### src/rtl/pt_block_fifo.sv
// Plaintext block FIFO tagging each 128-bit block with a CTR-mode counter; FWFT head view, 1-cycle push-to-valid.
// Pushes are dropped while full unless a pop occurs in the same cycle; overflow_error pulses the cycle after a drop.
module pt_block_fifo #(
   parameter int DEPTH = 4,
   parameter int CTR_W = 32
) (
   input  logic                       HCLK,
   input  logic                       HRESETn,
   input  logic                       write_out,
   input  logic [127:0]               plain_text,
   input  logic                       ctr_clear,
   input  logic                       blk_ready,
   output logic                       fifo_full,
   output logic                       fifo_empty,
   output logic                       blk_valid,
   output logic [127:0]               blk_data,
   output logic [CTR_W-1:0]           blk_ctr,
   output logic [$clog2(DEPTH):0]     count,
   output logic                       overflow_error
);

   localparam int AW = $clog2(DEPTH);
   localparam int CW = AW + 1;

   logic [127:0]     data_mem [DEPTH];
   logic [CTR_W-1:0] tag_mem  [DEPTH];

   logic [AW-1:0]    wr_ptr_q, wr_ptr_d;
   logic [AW-1:0]    rd_ptr_q, rd_ptr_d;
   logic [CW-1:0]    count_q, count_d;
   logic [CTR_W-1:0] ctr_q, ctr_d;
   logic             ovf_q, ovf_d;

   logic             push, pop;
   logic [CTR_W-1:0] tag_w;

   assign fifo_full  = (count_q == CW'(DEPTH));
   assign fifo_empty = (count_q == '0);
   assign blk_valid  = ~fifo_empty;
   assign blk_data   = data_mem[rd_ptr_q];
   assign blk_ctr    = tag_mem[rd_ptr_q];
   assign count      = count_q;
   assign overflow_error = ovf_q;

   // A pop frees the slot the same cycle, so a full FIFO can still accept a push alongside it.
   assign pop   = blk_valid & blk_ready;
   assign push  = write_out & (~fifo_full | pop);
   assign tag_w = ctr_clear ? '0 : ctr_q;

   always_comb begin
      wr_ptr_d = wr_ptr_q;
      rd_ptr_d = rd_ptr_q;
      count_d  = count_q;
      ctr_d    = ctr_clear ? '0 : ctr_q;
      ovf_d    = write_out & ~push;
      if (push) begin
         wr_ptr_d = (wr_ptr_q == AW'(DEPTH - 1)) ? '0 : wr_ptr_q + AW'(1);
         ctr_d    = tag_w + CTR_W'(1);
      end
      if (pop) begin
         rd_ptr_d = (rd_ptr_q == AW'(DEPTH - 1)) ? '0 : rd_ptr_q + AW'(1);
      end
      if (push && !pop) begin
         count_d = count_q + CW'(1);
      end else if (pop && !push) begin
         count_d = count_q - CW'(1);
      end
   end

   always_ff @(posedge HCLK or negedge HRESETn) begin
      if (!HRESETn) begin
         wr_ptr_q <= '0;
         rd_ptr_q <= '0;
         count_q  <= '0;
         ctr_q    <= '0;
         ovf_q    <= 1'b0;
      end else begin
         wr_ptr_q <= wr_ptr_d;
         rd_ptr_q <= rd_ptr_d;
         count_q  <= count_d;
         ctr_q    <= ctr_d;
         ovf_q    <= ovf_d;
      end
   end

   // Storage carries no reset; entries are only observable through a valid head.
   always_ff @(posedge HCLK) begin
      if (push) begin
         data_mem[wr_ptr_q] <= plain_text;
         tag_mem[wr_ptr_q]  <= tag_w;
      end
   end

endmodule
### config.mk
export PLATFORM = sky130hd
export DESIGN_NAME = pt_block_fifo
export DESIGN_NICKNAME = d
export VERILOG_FILES = /design/src/rtl/pt_block_fifo.sv
export SDC_FILE = /design/constraint.sdc
export NUM_CORES = 1
export LEC_CHECK = 0
export ABC_AREA = 1
export CORE_MARGIN = 4
export CORE_UTILIZATION = 35
export DETAILED_ROUTE_END_ITERATION = 8
export PLACE_DENSITY_LB_ADDON = 0.2
export SYNTH_ARGS = -nofsm -noshare
export SYNTH_HDL_FRONTEND = slang
export SYNTH_SLANG_ARGS = --single-unit
### constraint.sdc
create_clock -name HCLK -period 11.4 [get_ports HCLK]
set_clock_uncertainty 0.1 [all_clocks]
set_input_delay 2.85 -clock HCLK [delete_from_list [all_inputs] [get_ports HCLK]]
set_output_delay 2.85 -clock HCLK [all_outputs]
set_load 0.05 [all_outputs]
### Placement density heat map

28 x 28 tiles, from white (low) to dark blue (high), 0 to 100% covered.
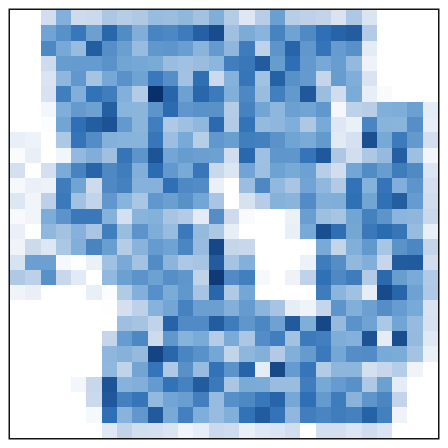
nearly empty tiles	17%
mean over tiles	39%
fullest tile	100%
tiles over 75% full	7.0%
emptiest ninth of the die	bottom left

### Placed standard cells

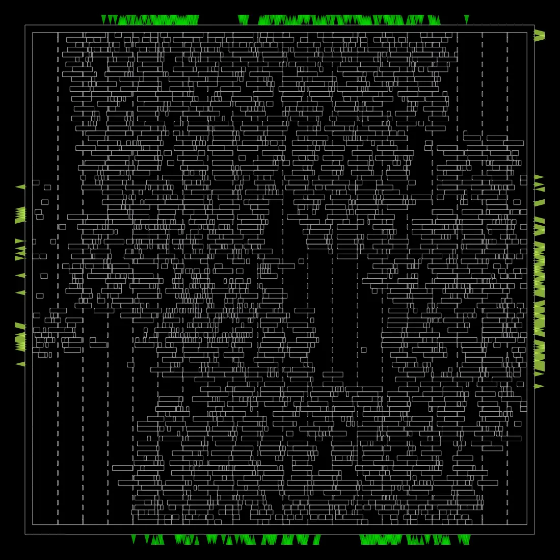
# fillers: 6667
Core ar.: 74320 sq um

==> results.cfg <==
; flow metrics
[worst_hold_path]
worstHoldPathType = reg -> reg
whs_endpoint = ctr_q[31]$_DFF_PN0_
hold_depth = 4

[synth]
netlist_logic_family_top = AND-OR/OR-AND gates
synthAoiAreaFrac_pct = 10.11
synth-simple-area-share_pct = 8.842
syn_area_per_cell_sq_um = 13.74
yosysUniqueCellTypes = 36
synth.most_common_cell = edfxtp_1
edf_count = 640
top_area_share_pct = 73.38
yosys_area_sq_um = 26190
common_cells = edfxtp_1 (640), nor2_1 (371), o21ai_0 (326)
synth_area_sq_um = 26190
xor_share_pct = 0.6688
ys_async_sr_fraction_pct = 5.882
ys.flop_type = edfxtp_1
muxShareOfSynthArea_pct = 0.04299
fa_ha_area_share_pct = 0.4108
yosysSeqAreaShare_pct = 77.20
syn_nets = 2047
synth_flops = 680
ys_warn_count = 0
ys_cells = 1906

[final_layout]
buffers_excl_clock = 318
comb_share_pct = 16.28
register_area_sq_um = 20230
nNetsFinal = 2326
final-clk-cell-share_pct = 7.181
fin_area_sq_um = 32480
area_delta_synth_final_pct = 24.00
fin_cells = 3215
sh_seq_area_pct = 62.28
design.seq.count = 680
finish.utilization_pct = 43.70
inv_count = 66
dominant_cells = registers
layout-drive-gt1-share_pct = 7.813
nonClkBufAreaFrac_pct = 9.678
antenna_cells = 6
lay_top_count = edfxtp_1
largest_register = data_mem

[floorplanning]
io_pins = 300
die-area_sq_um = 79270
chipHeight_um = 281.6
core.rowCount = 100
die_w_um = 281.6

[detailed_routing]
route.met2.wl_mm = 33.65
wl_met3_mm = 2.814
drt-initial-drc-count = 1127
first_pass_iters = 5
top_layer = met5
route.antenna.remaining_nets = 0
wl_met1_mm = 28.34
vias = 16060

[timing]
hold_viol_final = 0
worst_pin_slew_ps = 1118
setup_viol = 0
rsz0062_at_grt = false
setup_tns_ps = 0
period_used_pct = 66.64
maxSlewHeadroom_pct = 25.45
clock.fmax_mhz = 131.6
finalCriticalPeriod_ps = 7596
whs_ps = 456.2

[placement]
gp_congestion = 0.7614
dp.cells = 3080
post-dp-hpwl_mm = 38.64
placedInstanceArea_sq_um = 30130
port_buffers = 299

[critical_path]
rrSetupSlack_ps = 7580
max_stage_delay_ps = 880
path_buffers = 3
cp.arrival_ps = 4650
crit_family = buffers and inverters
crit_end = blk_data[45]
crit_top_cell = buf_4
endpoint_kind = output port
worst_path_max_delay_cell = buf_4
startpoint = rd_ptr_q[0]$_DFFE_PN0P_
crit_type = reg -> out
crit_cells = 5
crit_required_ps = 8450
reg2reg_depth = 6

[flow_run]
tool_warnings = 35
max_cap_violations = 0

[clock_network]
cts_hold_buf = 0
cts.path.max_buffers = 3
clk_pin_slew_ps = 60
cts_tree = built
post_cts_resized = 0
postCtsSetupBuffers = 0
cts.sinks = 680
cts_root_buf = clkbuf_16
numCtsBuffers = 72
clk_latency_ps = 600

[global_route]
grt-ovfl-total = 0
track_usage_pct = 16.34
met1_usage_pct = 21.15
met2_usage_pct = 27.92
grt_max_degree = 164
grt_pass1_vias = 15910

[power_and_ir_drop]
combPwrFrac_pct = 43.0
internal-power_w = 0.005747
p_per_area_nw_per_um2 = 306.6
comb_power_w = 0.00429
clock_power_w = 0.00232
power.switching_w = 0.004211
p_sw_share_pct = 42.29
clkPwrFrac_pct = 23.3
power.group.top = combinational cells
ir_drop_v = 0.0001794
p_leak_nw = 10.89

[status]
outcome = finished, final reports clean
